$ cat src/rtl/cam_ctrl_pkg.sv
// Shared types and constants for the camera line-buffer controller.
package cam_ctrl_pkg;

  localparam int PIX_W        = 4;
  localparam int DEF_LINE_LEN = 120;

  typedef enum logic [1:0] {
    IDLE      = 2'd0,
    WAIT_LINE = 2'd1,
    CAPTURE   = 2'd2,
    DROP      = 2'd3
  } cap_state_t;

endpackage

$ cat src/rtl/cam_line_ctrl_if.sv
// Bus-reader side of the line buffer: single-nibble reads plus bank release.
interface cam_rd_if #(parameter int IDX_W = 7);
  import cam_ctrl_pkg::*;

  logic             rd_req;
  logic [IDX_W-1:0] rd_idx;
  logic             rd_ack;
  logic [PIX_W-1:0] rd_data;
  logic             rd_err;
  logic             line_done;
  logic             line_ready;

  modport master (output rd_req, rd_idx, line_done,
                  input  rd_ack, rd_data, rd_err, line_ready);
  modport slave  (input  rd_req, rd_idx, line_done,
                  output rd_ack, rd_data, rd_err, line_ready);

endinterface

$ cat src/rtl/cam_rd_port.sv
// Read-request pipeline: address issue, RAM latency, registered ack/data/err.
module cam_rd_port
  import cam_ctrl_pkg::*;
#(
  parameter int LINE_LEN = DEF_LINE_LEN,
  parameter int ADDR_W   = 8,
  parameter int IDX_W    = 7
) (
  input  logic              clk,
  input  logic              rst_n,
  input  logic              rd_req,
  input  logic [IDX_W-1:0]  rd_idx,
  input  logic              line_ready,
  input  logic [ADDR_W-1:0] rbase,
  input  logic [PIX_W-1:0]  ram_rdata,
  output logic [ADDR_W-1:0] ram_raddr,
  output logic              rd_ack,
  output logic [PIX_W-1:0]  rd_data,
  output logic              rd_err
);

  localparam int STAGES = 1;
  localparam logic [IDX_W:0] LEN_I = (IDX_W+1)'(LINE_LEN);

  logic [STAGES:0] vld_pipe;
  logic            busy, idx_ok, go, bad;

  // The ack cycle counts as busy so a request can never overlap its own response.
  assign busy   = (|vld_pipe) | rd_ack;
  assign idx_ok = {1'b0, rd_idx} < LEN_I;
  assign go     = rd_req && !busy && line_ready && idx_ok;
  assign bad    = rd_req && !busy && !(line_ready && idx_ok);

  always_ff @(posedge clk or negedge rst_n) begin
    if (!rst_n) begin
      vld_pipe  <= '0;
      ram_raddr <= '0;
      rd_ack    <= 1'b0;
      rd_err    <= 1'b0;
      rd_data   <= '0;
    end else begin
      vld_pipe <= {vld_pipe[STAGES-1:0], go};
      rd_ack   <= 1'b0;
      rd_err   <= 1'b0;
      if (go)
        ram_raddr <= rbase + ADDR_W'(rd_idx);
      if (bad) begin
        rd_ack  <= 1'b1;
        rd_err  <= 1'b1;
        rd_data <= '0;
      end else if (vld_pipe[STAGES]) begin
        // address was registered two edges ago; RAM output is now stable
        rd_ack  <= 1'b1;
        rd_data <= ram_rdata;
      end
    end
  end

endmodule

$ cat src/rtl/cam_line_ctrl.sv
// Camera line-buffer controller: ping-pong capture into RAM and bank handoff to the bus reader.
module cam_line_ctrl
  import cam_ctrl_pkg::*;
#(
  parameter int LINE_LEN = DEF_LINE_LEN,
  parameter int ADDR_W   = 8,
  parameter int IDX_W    = 7
) (
  input  logic              clk,
  input  logic              rst_n,
  input  logic              cam_vsync,
  input  logic              cam_href,
  input  logic              cam_pix_valid,
  input  logic [PIX_W-1:0]  cam_data,
  output logic              ram_we,
  output logic [ADDR_W-1:0] ram_waddr,
  output logic [PIX_W-1:0]  ram_wdata,
  output logic [ADDR_W-1:0] ram_raddr,
  input  logic [PIX_W-1:0]  ram_rdata,
  cam_rd_if.slave           rd,
  output logic              frame_start,
  output logic [8:0]        line_count,
  output logic              overrun,
  input  logic              overrun_clr
);

  localparam logic [ADDR_W-1:0] LEN_A = ADDR_W'(LINE_LEN);

  cap_state_t        state;
  logic              vsync_q, href_q;
  logic              vs_rise, vs_fall, href_rise, href_fall;
  logic              wbank, rbank;
  logic [1:0]        full;
  logic [ADDR_W-1:0] pcnt, wbase, rbase;
  logic              line_close, drop_close, ovr_set, rel_bank;

  assign vs_rise   = cam_vsync & ~vsync_q;
  assign vs_fall   = ~cam_vsync & vsync_q;
  assign href_rise = cam_href & ~href_q;
  assign href_fall = ~cam_href & href_q;

  assign wbase = wbank ? LEN_A : '0;
  assign rbase = rbank ? LEN_A : '0;

  // Write strobe follows the pixel strobe in the same cycle; overflow pixels are dropped.
  assign ram_we    = (state == CAPTURE) && cam_pix_valid && cam_href && (pcnt < LEN_A);
  assign ram_waddr = ram_we ? wbase + pcnt : '0;
  assign ram_wdata = ram_we ? cam_data : '0;

  // A vsync abort wins over a same-cycle line close.
  assign line_close = (state == CAPTURE)   && href_fall && !vs_rise;
  assign drop_close = (state == DROP)      && href_fall && !vs_rise;
  assign ovr_set    = (state == WAIT_LINE) && href_rise && full[wbank] && !vs_rise;
  assign rel_bank   = rd.line_done && full[rbank];

  assign rd.line_ready = full[rbank];

  always_ff @(posedge clk or negedge rst_n) begin
    if (!rst_n) begin
      state       <= IDLE;
      vsync_q     <= 1'b0;
      href_q      <= 1'b0;
      wbank       <= 1'b0;
      rbank       <= 1'b0;
      full        <= '0;
      pcnt        <= '0;
      frame_start <= 1'b0;
      line_count  <= '0;
      overrun     <= 1'b0;
    end else begin
      vsync_q     <= cam_vsync;
      href_q      <= cam_href;
      frame_start <= 1'b0;

      if (ram_we)
        pcnt <= pcnt + ADDR_W'(1);

      // set and release always target different banks, so both may land together
      if (line_close)
        full[wbank] <= 1'b1;
      if (rel_bank) begin
        full[rbank] <= 1'b0;
        rbank       <= ~rbank;
      end

      if ((line_close || drop_close) && (line_count != 9'h1FF))
        line_count <= line_count + 9'd1;

      if (overrun_clr)
        overrun <= 1'b0;
      else if (ovr_set)
        overrun <= 1'b1;

      if (vs_rise) begin
        state <= IDLE;
        pcnt  <= '0;
      end else begin
        unique case (state)
          IDLE:
            if (vs_fall) begin
              frame_start <= 1'b1;
              line_count  <= '0;
              state       <= WAIT_LINE;
            end
          WAIT_LINE:
            if (href_rise)
              state <= full[wbank] ? DROP : CAPTURE;
          CAPTURE:
            if (href_fall) begin
              wbank <= ~wbank;
              pcnt  <= '0;
              state <= WAIT_LINE;
            end
          DROP:
            if (href_fall)
              state <= WAIT_LINE;
          default:
            state <= IDLE;
        endcase
      end
    end
  end

  cam_rd_port #(
    .LINE_LEN (LINE_LEN),
    .ADDR_W   (ADDR_W),
    .IDX_W    (IDX_W)
  ) u_rd_port (
    .clk        (clk),
    .rst_n      (rst_n),
    .rd_req     (rd.rd_req),
    .rd_idx     (rd.rd_idx),
    .line_ready (full[rbank]),
    .rbase      (rbase),
    .ram_rdata  (ram_rdata),
    .ram_raddr  (ram_raddr),
    .rd_ack     (rd.rd_ack),
    .rd_data    (rd.rd_data),
    .rd_err     (rd.rd_err)
  );

endmodule

$ cat src/flat_wrapper.sv
// flat-port wrapper written by rule: the top's interface ports become plain ports
module cam_line_ctrl_flat import cam_ctrl_pkg::*;
#(
  parameter int LINE_LEN = DEF_LINE_LEN,
  parameter int ADDR_W   = 8,
  parameter int IDX_W    = 7
)
  (clk, rst_n, cam_vsync, cam_href, cam_pix_valid, cam_data, ram_we, ram_waddr, ram_wdata, ram_raddr, ram_rdata, frame_start, line_count, overrun, overrun_clr, rd_rd_req, rd_rd_idx, rd_line_done, rd_rd_ack, rd_rd_data, rd_rd_err, rd_line_ready);
  cam_rd_if #(.IDX_W(IDX_W)) rd_i ();
  input  logic clk;
  input  logic rst_n;
  input  logic cam_vsync;
  input  logic cam_href;
  input  logic cam_pix_valid;
  input  logic [PIX_W-1:0] cam_data;
  output logic ram_we;
  output logic [ADDR_W-1:0] ram_waddr;
  output logic [PIX_W-1:0] ram_wdata;
  output logic [ADDR_W-1:0] ram_raddr;
  input  logic [PIX_W-1:0] ram_rdata;
  output logic frame_start;
  output logic [8:0] line_count;
  output logic overrun;
  input  logic overrun_clr;
  input wire logic [$bits(rd_i.rd_req)-1:0] rd_rd_req;
  input wire logic [$bits(rd_i.rd_idx)-1:0] rd_rd_idx;
  input wire logic [$bits(rd_i.line_done)-1:0] rd_line_done;
  output wire logic [$bits(rd_i.rd_ack)-1:0] rd_rd_ack;
  output wire logic [$bits(rd_i.rd_data)-1:0] rd_rd_data;
  output wire logic [$bits(rd_i.rd_err)-1:0] rd_rd_err;
  output wire logic [$bits(rd_i.line_ready)-1:0] rd_line_ready;
  assign rd_i.rd_req = rd_rd_req;
  assign rd_i.rd_idx = rd_rd_idx;
  assign rd_i.line_done = rd_line_done;
  assign rd_rd_ack = rd_i.rd_ack;
  assign rd_rd_data = rd_i.rd_data;
  assign rd_rd_err = rd_i.rd_err;
  assign rd_line_ready = rd_i.line_ready;
  cam_line_ctrl #(.LINE_LEN(LINE_LEN), .ADDR_W(ADDR_W), .IDX_W(IDX_W)) u_core (.clk(clk), .rst_n(rst_n), .cam_vsync(cam_vsync), .cam_href(cam_href), .cam_pix_valid(cam_pix_valid), .cam_data(cam_data), .ram_we(ram_we), .ram_waddr(ram_waddr), .ram_wdata(ram_wdata), .ram_raddr(ram_raddr), .ram_rdata(ram_rdata), .rd(rd_i), .frame_start(frame_start), .line_count(line_count), .overrun(overrun), .overrun_clr(overrun_clr));
endmodule
$ cat config.mk
export PLATFORM = sky130hd
export DESIGN_NAME = cam_line_ctrl_flat
export DESIGN_NICKNAME = d
export VERILOG_FILES = /design/src/rtl/cam_ctrl_pkg.sv /design/src/rtl/cam_line_ctrl_if.sv /design/src/rtl/cam_rd_port.sv /design/src/rtl/cam_line_ctrl.sv /design/src/flat_wrapper.sv
export SDC_FILE = /design/constraint.sdc
export NUM_CORES = 1
export LEC_CHECK = 0
export CORE_MARGIN = 5
export CORE_UTILIZATION = 35
export DETAILED_ROUTE_END_ITERATION = 12
export PLACE_DENSITY_LB_ADDON = 0.05
export SLEW_MARGIN = 20
export SYNTH_ARGS = -nofsm -noshare
export SYNTH_HDL_FRONTEND = slang
export SYNTH_HIERARCHICAL = 1
export SYNTH_SLANG_ARGS = --single-unit
$ cat constraint.sdc
create_clock -name clk -period 2 [get_ports clk]
set_input_delay 0.3 -clock clk [delete_from_list [all_inputs] [get_ports clk]]
set_output_delay 0.3 -clock clk [all_outputs]
set_load 0.05 [all_outputs]
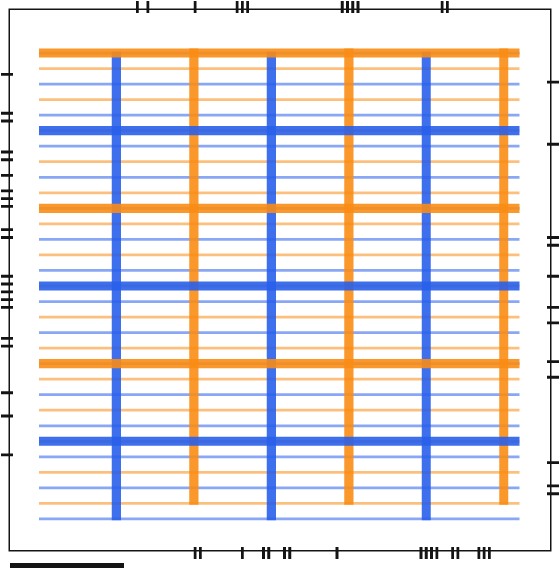
pdn.png
The bar under the picture is 20 µm long. Pins as bars on the die edge.
- VSS: blue
- VDD: orange
- met5 straps: 6
- met4 straps: 6

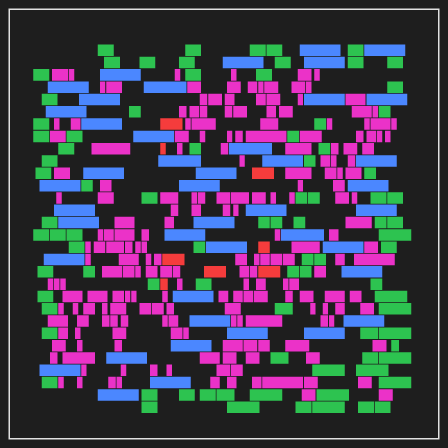
cell_classes.png
- flip-flops: blue (cells 43; share of their area 30%)
- other buffers and delay cells: green (cells 86; share of their area 26%)
- all other logic: magenta (cells 207; share of their area 42%)
- clock drivers and dummy loads: red (cells 8; share of their area 2.4%)

==> results.toml <==
# yosys + openroad results
[status]
outcome = "finished, violations left"
violations = "negative hold slack, negative setup slack"

[route]
drt_iter0_drc = 66

[final_timing]
setup_viol = 4
fin_ws_ns = -0.1278
holdWs_ns = -0.009579
clock.fmax_mhz = 470.0
hold_viol = 17

[floorplan]
num_rows = 30
fp_util_pct = 36.45

[global_route]
grtUsageMet2_pct = 21.99

[worst_setup_path]
cp_cell_sequence = "ha_2 > fa_2 > a21o_1 > a21oi_2 > nor2_2 > buf_6"
cp-start-kind = "flip-flop"

[finish]
drive_gt1_share_pct = 24.71
seq_share_pct = 29.13
synthToLayoutAreaGrowth_pct = 48.23
final-comb-area_um2 = 1453

[logic_synthesis]
yosys.area_share.adder_pct = 10.59
top_cell_area_share_pct = 42.98
top_cell = "dfrtp_1"
top_cells_by_area = "dfrtp_1 (43%), ha_1 (9.0%), xor2_1 (4.5%), nor2_1 (4.3%), nand2_1 (3.6%)"
ff_type = "dfrtp_1"

[power_and_ir_drop]
leakage_nw = 1.682
pg_seq_w = 0.00121
power_leader = "combinational cells"

[job]
drv_cap = 0

[clock_tree]
cts_tree = "built"
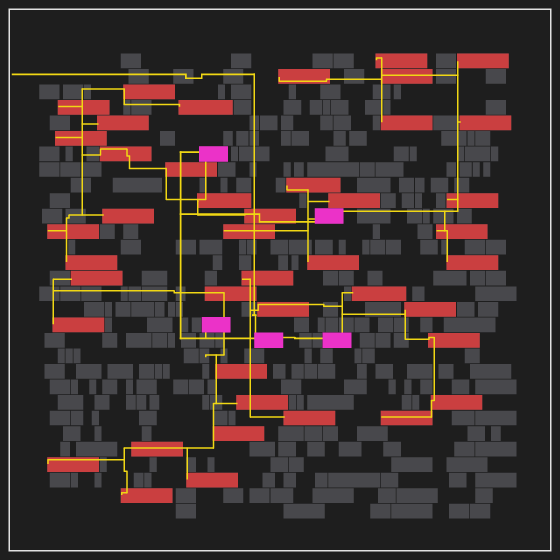
clock_map.png
- clock wires: yellow (length 675 µm)
- cells driving clock nets: magenta (count 5)
- flip-flops: red (count 43)
- routed clock nets: 6
- flops lie: widely spread

